[src/rtl/rx_seg_pkg.sv]
// Shared constants and types for the rx segment dispatcher.
package rx_seg_pkg;

  localparam int SEG_W         = 16;
  localparam int SEG_POS_DEF   = 22;
  localparam int NUM_SLOTS_DEF = 8;

  // Input register + delay line + output register give the byte latency.
  function automatic int lat_of(input int seg_pos);
    return seg_pos + 3;
  endfunction

  typedef enum logic [2:0] {
    S_IDLE,
    S_HEADER,
    S_LOOKUP,
    S_STREAM,
    S_DROP
  } state_t;

endpackage

[src/rtl/rx_seg_slot_table.sv]
// Segment-to-slot table: tags, valid bits, parallel compare, lowest-free
// pick, and the release/allocate update with the free-slot count.
module rx_seg_slot_table
  import rx_seg_pkg::*;
#(
  parameter int NUM_SLOTS = NUM_SLOTS_DEF,
  parameter int SLOT_W    = $clog2(NUM_SLOTS)
) (
  input  logic                 clk,
  input  logic                 rst_n,
  input  logic                 lookup,
  input  logic [SEG_W-1:0]     tag,
  input  logic [NUM_SLOTS-1:0] rel,
  output logic                 found,
  output logic                 hit,
  output logic [SLOT_W-1:0]    slot,
  output logic [SLOT_W:0]      slots_free
);

  logic [NUM_SLOTS-1:0][SEG_W-1:0] tags;
  logic [NUM_SLOTS-1:0]            valid, live, valid_nxt;
  logic [SLOT_W-1:0]               hit_idx, free_idx;
  logic                            free_any, alloc;
  logic [SLOT_W:0]                 used_nxt;

  // Releases land first, so the lookup sees the post-release table.
  always_comb begin
    live     = valid & ~rel;
    hit      = 1'b0;
    hit_idx  = '0;
    free_any = 1'b0;
    free_idx = '0;
    for (int i = NUM_SLOTS - 1; i >= 0; i--) begin
      if (live[i] && tags[i] == tag) begin
        hit     = 1'b1;
        hit_idx = SLOT_W'(i);
      end
      if (!live[i]) begin
        free_any = 1'b1;
        free_idx = SLOT_W'(i);
      end
    end
    found     = hit | free_any;
    slot      = hit ? hit_idx : free_idx;
    alloc     = lookup & ~hit & free_any;
    valid_nxt = live;
    if (alloc) valid_nxt[free_idx] = 1'b1;
    used_nxt = '0;
    for (int i = 0; i < NUM_SLOTS; i++)
      used_nxt = used_nxt + {{SLOT_W{1'b0}}, valid_nxt[i]};
  end

  // Table state; free count is derived from the next valid set so it can
  // never drift, underflow or overflow.
  always_ff @(posedge clk or negedge rst_n) begin
    if (!rst_n) begin
      valid      <= '0;
      tags       <= '0;
      slots_free <= (SLOT_W+1)'(NUM_SLOTS);
    end else begin
      valid      <= valid_nxt;
      if (alloc) tags[free_idx] <= tag;
      slots_free <= (SLOT_W+1)'(NUM_SLOTS) - used_nxt;
    end
  end

endmodule

[src/rtl/rx_segment_dispatcher.sv]
// Front-end scheduler: pulls the segment number out of each frame, binds the
// frame to a majority slot and replays the bytes through a fixed delay line
// so the chosen slot is enabled from byte 0.
module rx_segment_dispatcher
  import rx_seg_pkg::*;
#(
  parameter int NUM_SLOTS = NUM_SLOTS_DEF,
  parameter int SEG_POS   = SEG_POS_DEF,
  parameter int SLOT_W    = $clog2(NUM_SLOTS)
) (
  input  logic                 rx_clk,
  input  logic                 reset,
  input  logic                 rx_enable,
  input  logic [7:0]           rx_data,
  input  logic [NUM_SLOTS-1:0] slot_done,
  output logic [NUM_SLOTS-1:0] slot_en,
  output logic [7:0]           slot_data,
  output logic                 dispatch_valid,
  output logic [SLOT_W-1:0]    dispatch_slot,
  output logic                 dispatch_hit,
  output logic                 frame_drop,
  output logic                 short_frame,
  output logic [SLOT_W:0]      slots_free
);

  localparam int DL_DEPTH = lat_of(SEG_POS) - 1;
  localparam int IDX_W    = $clog2(SEG_POS + 2);

  logic                           en_r, prev_en, start_r;
  logic [7:0]                     dat_r;
  logic [IDX_W-1:0]               idx;
  logic [SEG_W-1:0]               seg;
  state_t                         state, state_nxt;
  logic                           do_lookup, do_short;
  logic [NUM_SLOTS-1:0]           protect;
  logic                           tbl_found, tbl_hit;
  logic [SLOT_W-1:0]              tbl_slot;
  logic                           sel_valid;
  logic [SLOT_W-1:0]              sel;
  logic [DL_DEPTH-1:0]            vld_pipe;
  logic [DL_DEPTH-1:0][7:0]       dat_pipe;
  logic [DL_DEPTH-2:0]            kill;

  // Input register; prev_en resets high so a frame already running at
  // reset release is ignored until the line goes idle.
  always_ff @(posedge rx_clk or negedge reset) begin
    if (!reset) begin
      en_r    <= 1'b0;
      dat_r   <= '0;
      prev_en <= 1'b1;
      start_r <= 1'b0;
    end else begin
      en_r    <= rx_enable;
      dat_r   <= rx_data;
      prev_en <= rx_enable;
      start_r <= rx_enable & ~prev_en;
    end
  end

  // Byte index (saturating past the header) and segment-number capture.
  always_ff @(posedge rx_clk or negedge reset) begin
    if (!reset) begin
      idx <= '0;
      seg <= '0;
    end else begin
      if (!en_r)                                idx <= '0;
      else if (idx != IDX_W'(SEG_POS + 1))      idx <= idx + 1'b1;
      if (en_r && idx == IDX_W'(SEG_POS - 1))   seg[15:8] <= dat_r;
      if (en_r && idx == IDX_W'(SEG_POS))       seg[7:0]  <= dat_r;
    end
  end

  // FSM state register.
  always_ff @(posedge rx_clk or negedge reset) begin
    if (!reset) state <= S_IDLE;
    else        state <= state_nxt;
  end

  // FSM next state.
  always_comb begin
    state_nxt = state;
    case (state)
      S_IDLE:   if (start_r) state_nxt = S_HEADER;
      S_HEADER: if (!en_r) state_nxt = S_IDLE;
                else if (idx == IDX_W'(SEG_POS)) state_nxt = S_LOOKUP;
      S_LOOKUP: if (!en_r) state_nxt = S_IDLE;
                else state_nxt = tbl_found ? S_STREAM : S_DROP;
      S_STREAM: if (!en_r) state_nxt = S_IDLE;
      S_DROP:   if (!en_r) state_nxt = S_IDLE;
      default:  state_nxt = S_IDLE;
    endcase
  end

  // FSM outputs: lookup strobe, short-frame kill mask, streaming-slot guard.
  always_comb begin
    do_lookup = (state == S_LOOKUP);
    do_short  = (state == S_HEADER) && !en_r;
    protect   = '0;
    if (sel_valid && state == S_STREAM) protect[sel] = 1'b1;
    for (int i = 0; i < DL_DEPTH - 1; i++)
      kill[i] = do_short && (IDX_W'(i) < idx);
  end

  rx_seg_slot_table #(
    .NUM_SLOTS (NUM_SLOTS),
    .SLOT_W    (SLOT_W)
  ) u_table (
    .clk        (rx_clk),
    .rst_n      (reset),
    .lookup     (do_lookup),
    .tag        (seg),
    .rel        (slot_done & ~protect),
    .found      (tbl_found),
    .hit        (tbl_hit),
    .slot       (tbl_slot),
    .slots_free (slots_free)
  );

  // Selection and dispatch status, loaded once per frame at lookup.
  always_ff @(posedge rx_clk or negedge reset) begin
    if (!reset) begin
      sel_valid      <= 1'b0;
      sel            <= '0;
      dispatch_valid <= 1'b0;
      dispatch_slot  <= '0;
      dispatch_hit   <= 1'b0;
      frame_drop     <= 1'b0;
      short_frame    <= 1'b0;
    end else begin
      dispatch_valid <= do_lookup & tbl_found;
      dispatch_hit   <= do_lookup & tbl_hit;
      frame_drop     <= do_lookup & ~tbl_found;
      short_frame    <= do_short;
      if (do_lookup) begin
        sel_valid <= tbl_found;
        sel       <= tbl_slot;
        if (tbl_found) dispatch_slot <= tbl_slot;
      end
    end
  end

  // Delay line; a short frame wipes the valid bits of its own bytes only.
  always_ff @(posedge rx_clk or negedge reset) begin
    if (!reset) begin
      vld_pipe <= '0;
      dat_pipe <= '0;
    end else begin
      vld_pipe <= {vld_pipe[DL_DEPTH-2:0] & ~kill, en_r};
      dat_pipe <= {dat_pipe[DL_DEPTH-2:0], dat_r};
    end
  end

  // Output stage: shared data byte plus one-hot enable of the selection.
  always_ff @(posedge rx_clk or negedge reset) begin
    if (!reset) begin
      slot_en   <= '0;
      slot_data <= '0;
    end else begin
      slot_data <= dat_pipe[DL_DEPTH-1];
      slot_en   <= (vld_pipe[DL_DEPTH-1] && sel_valid) ? (NUM_SLOTS'(1) << sel) : '0;
    end
  end

endmodule

[config.mk]
export PLATFORM = sky130hd
export DESIGN_NAME = rx_segment_dispatcher
export DESIGN_NICKNAME = d
export VERILOG_FILES = /design/src/rtl/rx_seg_pkg.sv /design/src/rtl/rx_seg_slot_table.sv /design/src/rtl/rx_segment_dispatcher.sv
export SDC_FILE = /design/constraint.sdc
export NUM_CORES = 1
export LEC_CHECK = 0
export ABC_CLOCK_PERIOD_IN_PS = 4200
export CAP_MARGIN = 15
export CORE_AREA = 4 4 200 154
export DETAILED_ROUTE_END_ITERATION = 16
export DIE_AREA = 0 0 204 158
export HOLD_SLACK_MARGIN = 0.06
export MAX_ROUTING_LAYER = met4
export PLACE_DENSITY = 0.75
export SLEW_MARGIN = 20
export SYNTH_ARGS = -nofsm -noshare
export SYNTH_HDL_FRONTEND = slang
export SYNTH_SLANG_ARGS = --single-unit
[constraint.sdc]
create_clock -name rx_clk -period 4.2 [get_ports rx_clk]
set_input_delay 0.84 -clock rx_clk [delete_from_list [all_inputs] [get_ports rx_clk]]
set_output_delay 0.84 -clock rx_clk [all_outputs]
set_load 0.01 [all_outputs]
Fig. 1: run 1, M1 wires
Supply wires on this layer in grey.
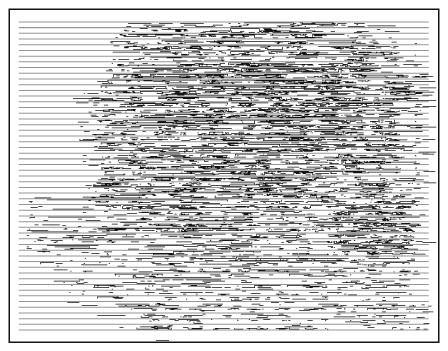
wire length on this layer: 14800 um
nets with wire on the layer: 1232
longest straight run: 63.9 um
share of all routed wire: 43%
main direction: horizontal

Fig. 2: run 1, the metal 2 layer
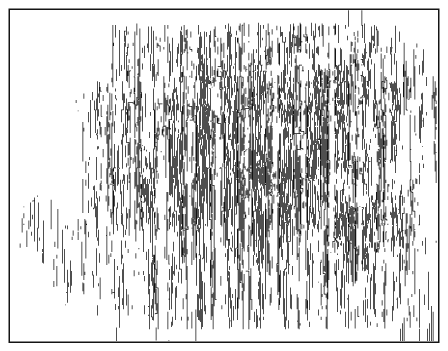
longest straight run: 45.9 um
wire length on this layer: 17200 um
wirelength, routed: 34.8 mm
routed vias: 9151
M2 GR Usage: 35.3%

==> results_slide.txt, run 1 <==
Physical Implementation Snapshot

Yosys
  – Commonest flop: dfrtp_1
  – Cell with the most instances after synthesis: dfrtp_1
  – Most common library cells after synthesis: 416 x dfrtp_1, 106 x mux2_2, 90 x xnor2_1
  – Cell Type Count: 68
  – Cell area after synthesis: 15700 sq um
  – Post-synth regs: 418

Placed design
  – Worst slack, placed: -619 ps
  – GPL Wtd Cong: 0.872
  – Buffers on Ports: 45
  – Cell area after placement: 17300 sq um
  – Cell count after placement: 1551

Worst setup path
  – CP delay by family, top: adder cells
  – Crit-path max cell delay: 560 ps
  – Critical Path Source: seg[1]

Run status
  – Status: finished with violations
  – Failing checks: setup timing

Cells and area
  – Cell Count, Final, Fillers Out: 1674

Clocking
  – TritonCTS Buffers: 40

Timing
  – Hold Violations, Final: 0
  – Final min period: 4440 ps
  – Unrepaired setup endpoints after global routing: yes
  – Final worst setup slack: -242 ps
  – Final Slew Violations: 0
  – # setup viols final: 3
  – Hold_ws: 312 ps

Die
  – Die H: 158 um
Fig. 3: run 1, M3 wires
Bar = 50 um.
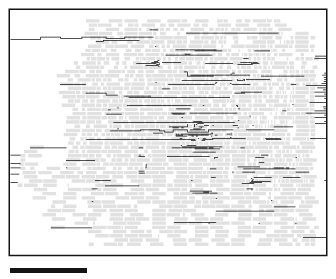
longest straight run: 78.0 um
wire length on this layer: 1920 um
nets with wire on the layer: 125
met3 GRT Util: 3.48%

Fig. 4: run 1, signal wires on met4
Supply wires on this layer in grey.
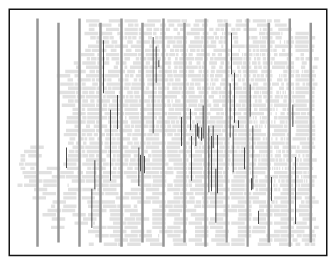
longest straight run: 61.9 um
nets with wire on the layer: 29
share of all routed wire: 2.5%

## run 1: power by group through the flow
stage / combinational, mW / clock [mW] / sequential, mW
3_3_place_gp: 0.165 / 0 / 4.27
4_1_cts: 0.173 / 3.64 / 4.22
2_1_floorplan: 0.0443 / 0 / 4.26
3_5_place_dp: 0.171 / 0 / 4.29
6_report: 0.167 / 3.58 / 4.22
5_1_grt: 0.193 / 3.80 / 4.23
## run 1: cells in the final DEF, fill, tap and decap left out, types with 9 or more instances in the layout
cell type / count
clkdlybuf4s50_1: 44
nand2_1: 37
clkbuf_1: 13
clkbuf_16: 41
buf_6: 13
mux2_2: 106
nor2_1: 23
xnor2_1: 63
nand4_1: 31
dfrtp_1: 404
mux2_4: 9
buf_4: 150
dfrtp_2: 12
a21oi_1: 15
inv_1: 17
mux2_1: 29
nor2b_1: 9
nor4_1: 13
o21a_1: 15
nand3_1: 9
xnor2_2: 20
buf_12: 12
xor2_1: 38
## run 1: worst reg2reg max path: stages (launching register included)
cell     delay [ps]
dfrtp_2         470
buf_12          170
xnor2_1         300
nand4_1         140
or4_4           560
o22ai_4         160
nor4_4           70
nor2b_4         140
and4b_1         220
or2_1           260
fa_1            430
inv_1            70
ha_2            160
inv_2            40
fa_1            490
inv_2            40
fa_2            340
ha_4            160
xor2_1          150
## run 1: per-layer routing
layer  track usage, %  part of all wire (%)  up-vias  wire length (um)
met5                -                     0        -                 0
met4             6.54                   2.5        0               866
met3             3.48                   5.5       86              1920
met2             35.3                    49      296             17200
met1             29.3                    43     4775             14800
li1                 -                     -     3994                 -
## run 1: layout make-up
class | count | area share [%]
multi-input combinational | 552 | 26.6
clock inverter | 14 | 0.935
sequential | 418 | 53.6
timing repair buffer | 222 | 10.3
inverter | 19 | 0.365
clock buffer | 57 | 5.65
tap | 392 | 2.51
Fig. 5: run 1, the clock network
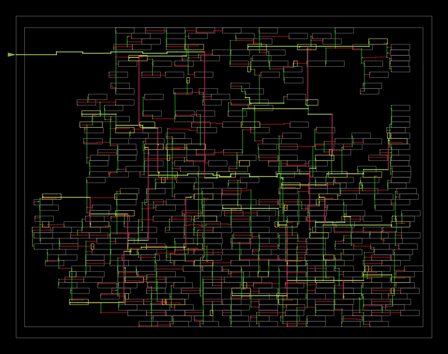

==> run 1 -> run 2 <==
--- a/config.mk
+++ b/config.mk
@@ -17,3 +17,4 @@
 export SYNTH_ARGS = -nofsm -noshare
 export SYNTH_HDL_FRONTEND = slang
 export SYNTH_SLANG_ARGS = --single-unit
+export TNS_END_PERCENT = 20
Fig. 6: run 2, the clock network
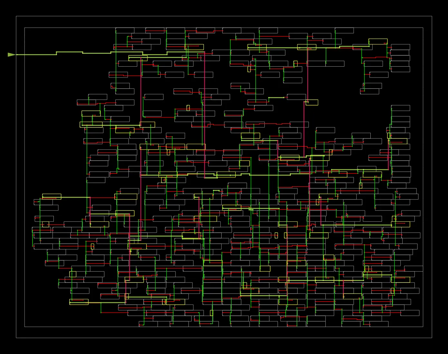
CTS Sinks: 418
P_clk: 3.57 mW
Setup Skew: 37.7 ps
flop count: 418
TritonCTS Buffers: 40

Fig. 7: run 2, M1 wires
Supply wires on this layer in grey.
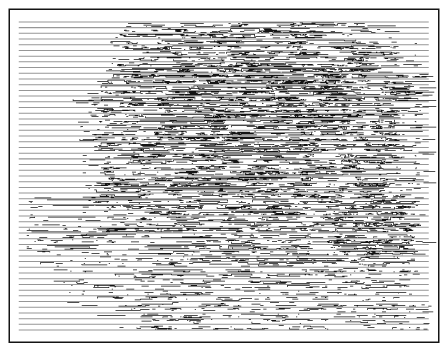
main direction: horizontal
share of all routed wire: 44%
longest straight run: 63.9 um
wirelength, routed: 34.2 mm
routed vias: 9021
GR Util met1: 29.3%

==> run 2 against run 1 <==
  * The run still ends with setup timing left
  * Sequential share of layout area grew 0.48 points
  * Total power shrank 0.10%
  * Sequential power is essentially flat
  * Routed wire length shrank 1.7%
  * Die size is the same
  * First-iteration DRC count grew 15%
  * Maximum frequency shrank 0.37%
  * Hold slack gained 1.5 ps
  * Synthesized cell count is the same
==> results_slide.txt, run 2 <==
Physical Implementation Snapshot

Run status
  – Status: finished with violations
  – Failing checks: setup timing

Yosys
  – Cell Type Count: 68 (unchanged)
  – Most common library cells after synthesis: 416 x dfrtp_1, 106 x mux2_2, 90 x xnor2_1
  – Cell with the most instances after synthesis: dfrtp_1
  – Post-synth regs: 418 (unchanged)
  – Commonest flop: dfrtp_1
  – Cell area after synthesis: 15700 sq um (unchanged)
  – Number of enable flip-flop cells: 0

Timing
  – Unrepaired setup endpoints after global routing: yes
  – Hold Violations, Final: 0 (unchanged)
  – Max Clk Rate: 224 MHz
  – Final worst setup slack: -259 ps (-16.3 ps)
  – # setup viols final: 5 (+2)

Worst setup path
  – CP delay by family, top: adder cells
  – Crit-path max cell delay: 580 ps (+20 ps)

Pwr
  – Combinational power: 167 uW (about the same)
  – Top power group: sequential cells
  – Seq power: 4.22 mW (about the same)
  – Int Power: 6.25 mW

Placed design
  – Buffers on Ports: 45 (unchanged)
  – Cell count after placement: 1551 (unchanged)
  – GPL Wtd Cong: 0.872 (unchanged)

Cells and area
  – Most instantiated logic cell after routing: dfrtp_1
  – Top cells excl fill/tap: 405 x dfrtp_1, 142 x buf_4, 106 x mux2_2

Die
  – Die H: 158 um (unchanged)
## run 2: cell types whose count changed in the layout (fill, tap and decap cells not counted), sizes merged
cell	previous run	this run
buf	177	173
clkbuf	58	57
## run 2: through the flow
step | area [sq um] | setup slack [ps]
finish | 19400 | -259
global route | 19400 | -428
CTS | 19100 | -152
detailed placement | 17300 | -619
global placement | 17300 | -495
floorplan | 15700 | -355
## run 2: cells by family (layout without fill, tap and decap cells)
kind of cell / Yosys count / in the layout / share of synthesized area (%)
multiplexers: 144 / 144 / 10.6
AND-OR/OR-AND: 71 / 71 / 3.54
AND/OR/NAND/NOR: 193 / 193 / 7.46
flip-flops: 418 / 418 / 66.8
XOR/XNOR: 131 / 131 / 7.32
adder cells (fa/ha/maj): 13 / 13 / 1.18
buffers and inverters: 77 / 307 / 3.18
## run 2: what timing repair did
| action | 4_1_cts | 5_1_grt |
|---|---|---|
| pin swaps | 22 | 26 |
| gates resized | 45 | 32 |
| setup buffers | 39 | 9 |
| setup endpoints to repair | 3 | 9 |
## run 2: how the worst max path moves through the flow
stage	from	end	slack, ps
floorplan	slot_done[1]	u_table.slots_free[3]	-360
global placement	slot_done[1]	u_table.slots_free[3]	-500
detailed placement	slot_done[1]	u_table.slots_free[3]	-620
CTS	seg[6]	u_table.slots_free[3]	-150
global route	seg[13]	u_table.slots_free[3]	-430
finish	seg[4]	u_table.slots_free[3]	-260
## run 2: layer usage
layer	vias to the layer above	GRT usage [%]	wire length, um
met2	242	35.3	16700
met4	0	6.54	969
met3	80	3.48	1450
met1	4713	29.3	15100
met5	-	-	0
li1	3986	-	-
## run 2: cell type report
class	instances	area, sq um
timing repair buffer	217	1960
clock inverter	14	183
inverter	19	71.3
tap	392	490
clock buffer	57	1100
fill	1840	9350
multi-input combinational	552	5080
sequential	418	10500
==> run 2 -> run 3 <==
--- a/config.mk
+++ b/config.mk
@@ -6,7 +6,7 @@
 export NUM_CORES = 1
 export LEC_CHECK = 0
 export ABC_CLOCK_PERIOD_IN_PS = 4200
-export CAP_MARGIN = 15
+export CAP_MARGIN = 5
 export CORE_AREA = 4 4 200 154
 export DETAILED_ROUTE_END_ITERATION = 16
 export DIE_AREA = 0 0 204 158
Fig. 8: run 3, M3 wires
Bar = 50 um.
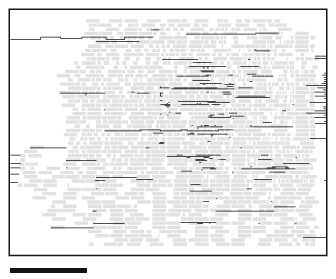
share of all routed wire: 4.2%
longest straight run: 44.9 um
main direction: horizontal
wire length on this layer: 1450 um
nets with wire on the layer: 112

==> run 3 against run 2 <==
  * The run still ends with setup timing left
  * Sequential share of layout area stayed put
  * Setup slack stayed put
  * Global-route usage stayed put
  * Maximum frequency stayed put
  * Critical path depth stayed put
  * Sequential power hardly changed
  * First-iteration DRC count stayed put
  * Synthesized area stayed put
  * Clock skew stayed put
  * Design area stayed put
  * Clock-buffer cell count stayed put
  * Clock power hardly changed
  * Largest cell class unchanged
  * Largest power group unchanged
  * Highest routed layer unchanged
==> results_slide.txt, run 3 <==
Physical Implementation Snapshot

Timing
  – Setup Skew: 37.7 ps (unchanged)
  – Hold Violations, Final: 0 (unchanged)
  – Unrepaired setup endpoints after global routing: yes
  – Max Clk Rate: 224 MHz (unchanged)
  – # setup viols final: 5 (unchanged)
  – Final worst setup slack: -259 ps (unchanged)
  – Tightest Pin Transition: 973 ps

Cells and area
  – Max reg flops: 192
  – Most instantiated logic cell after routing: dfrtp_1
  – Top flop regs: dat_pipe: 192 flops, u_table.tags: 128 flops, vld_pipe: 24 flops
  – Final instance area: 19400 sq um (unchanged)
  – Fillers: 1840 (unchanged)
  – Top cells excl fill/tap: 405 x dfrtp_1, 142 x buf_4, 106 x mux2_2

Placed design
  – Buffers on Ports: 45 (unchanged)
  – GPL Wtd Cong: 0.872 (unchanged)
  – Cell count after placement: 1551 (unchanged)
  – Cell area after placement: 17300 sq um (unchanged)
  – Worst slack, placed: -619 ps (unchanged)

Detailed routing
  – Routed vias: 9021 (unchanged)
  – Wirelength, routed: 34.2 mm (unchanged)
  – Routed len/inst: 20.5 um
  – DRT Pass-1 Iters: 5

Worst setup path
  – Slowest stage cell, crit path: or4_4
  – Crit-path max cell delay: 580 ps (about the same)
  – CP delay by family, top: adder cells
  – Setup slack, reg-to-reg: -260 ps
  – Critical Path Source: seg[4]
  – Reg2reg start: seg[4]
  – Critical path destination: u_table.slots_free[3]

Yosys
  – Number of enable flip-flop cells: 0 (unchanged)
  – Cell area after synthesis: 15700 sq um (unchanged)
  – Cell Type Count: 68 (unchanged)
  – Post-synth regs: 418 (unchanged)
  – Commonest flop: dfrtp_1
  – Most common library cells after synthesis: 416 x dfrtp_1, 106 x mux2_2, 90 x xnor2_1
  – Cell with the most instances after synthesis: dfrtp_1

Clocking
  – TritonCTS Buffers: 40 (unchanged)
  – CTS Sinks: 418 (unchanged)

Die
  – Die area: 32200 sq um
  – Die H: 158 um (unchanged)

Pwr
  – Worst VDD drop: 0.279 mV
  – Power per Cell Area: 411 nW/um^2
  – Int Power: 6.25 mW (unchanged)
  – Combinational power share: 2.1%

Run status
  – Failing checks: setup timing
  – Status: finished with violations

Job
  – Log Warnings: 30
Fig. 9: run 3, signal wires on met4
Supply wires on this layer in grey.
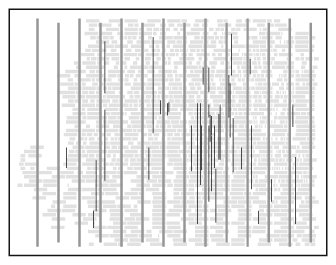
main direction: vertical
wire length on this layer: 969 um

## run 3: cell counts after synthesis
No cell type changed its count.
## run 3: timing repair
item | in CTS | in global routing
setup endpoints to repair | 3 | 9
resized | 45 | 32
buffers inserted | 39 | 9
pin swaps | 22 | 26
## run 3: power groups by stage
stage | sequential [mW] | clock (mW) | combinational [mW]
2_1_floorplan | 4.26 | 0 | 0.0443
6_report | 4.22 | 3.57 | 0.167
5_1_grt | 4.23 | 3.81 | 0.192
3_3_place_gp | 4.27 | 0 | 0.165
3_5_place_dp | 4.29 | 0 | 0.171
4_1_cts | 4.22 | 3.64 | 0.173
## run 3: area by class of cell
| type | count | area [sq um] | share of cell area [%] |
|---|---|---|---|
| timing repair buffer | 217 | 1960 | 10.1 |
| clock buffer | 57 | 1100 | 5.70 |
| multi-input combinational | 552 | 5080 | 26.2 |
| clock inverter | 14 | 183 | 0.943 |
| tap | 392 | 490 | 2.53 |
| sequential | 418 | 10500 | 54.1 |
| inverter | 19 | 71.3 | 0.368 |
## run 3: kinds of logic (layout without fill, tap and decap cells)
kind of cell / count (synthesis) / count (layout) / share of synthesized area [%]
compound gates: 71 / 71 / 3.54
xor+xnor: 131 / 131 / 7.32
fa+ha+maj: 13 / 13 / 1.18
buf+inv: 77 / 307 / 3.18
flops: 418 / 418 / 66.8
mux: 144 / 144 / 10.6
simple gates: 193 / 193 / 7.46
## run 3: routing by layer
layer | up-vias | part of all wire [%] | track usage (%)
met5 | - | 0 | -
met4 | 0 | 2.8 | 6.54
met3 | 80 | 4.2 | 3.48
met2 | 242 | 49 | 35.3
met1 | 4713 | 44 | 29.3
li1 | 3986 | - | -
No activity file was given, so power comes from the tool's default toggle rates.
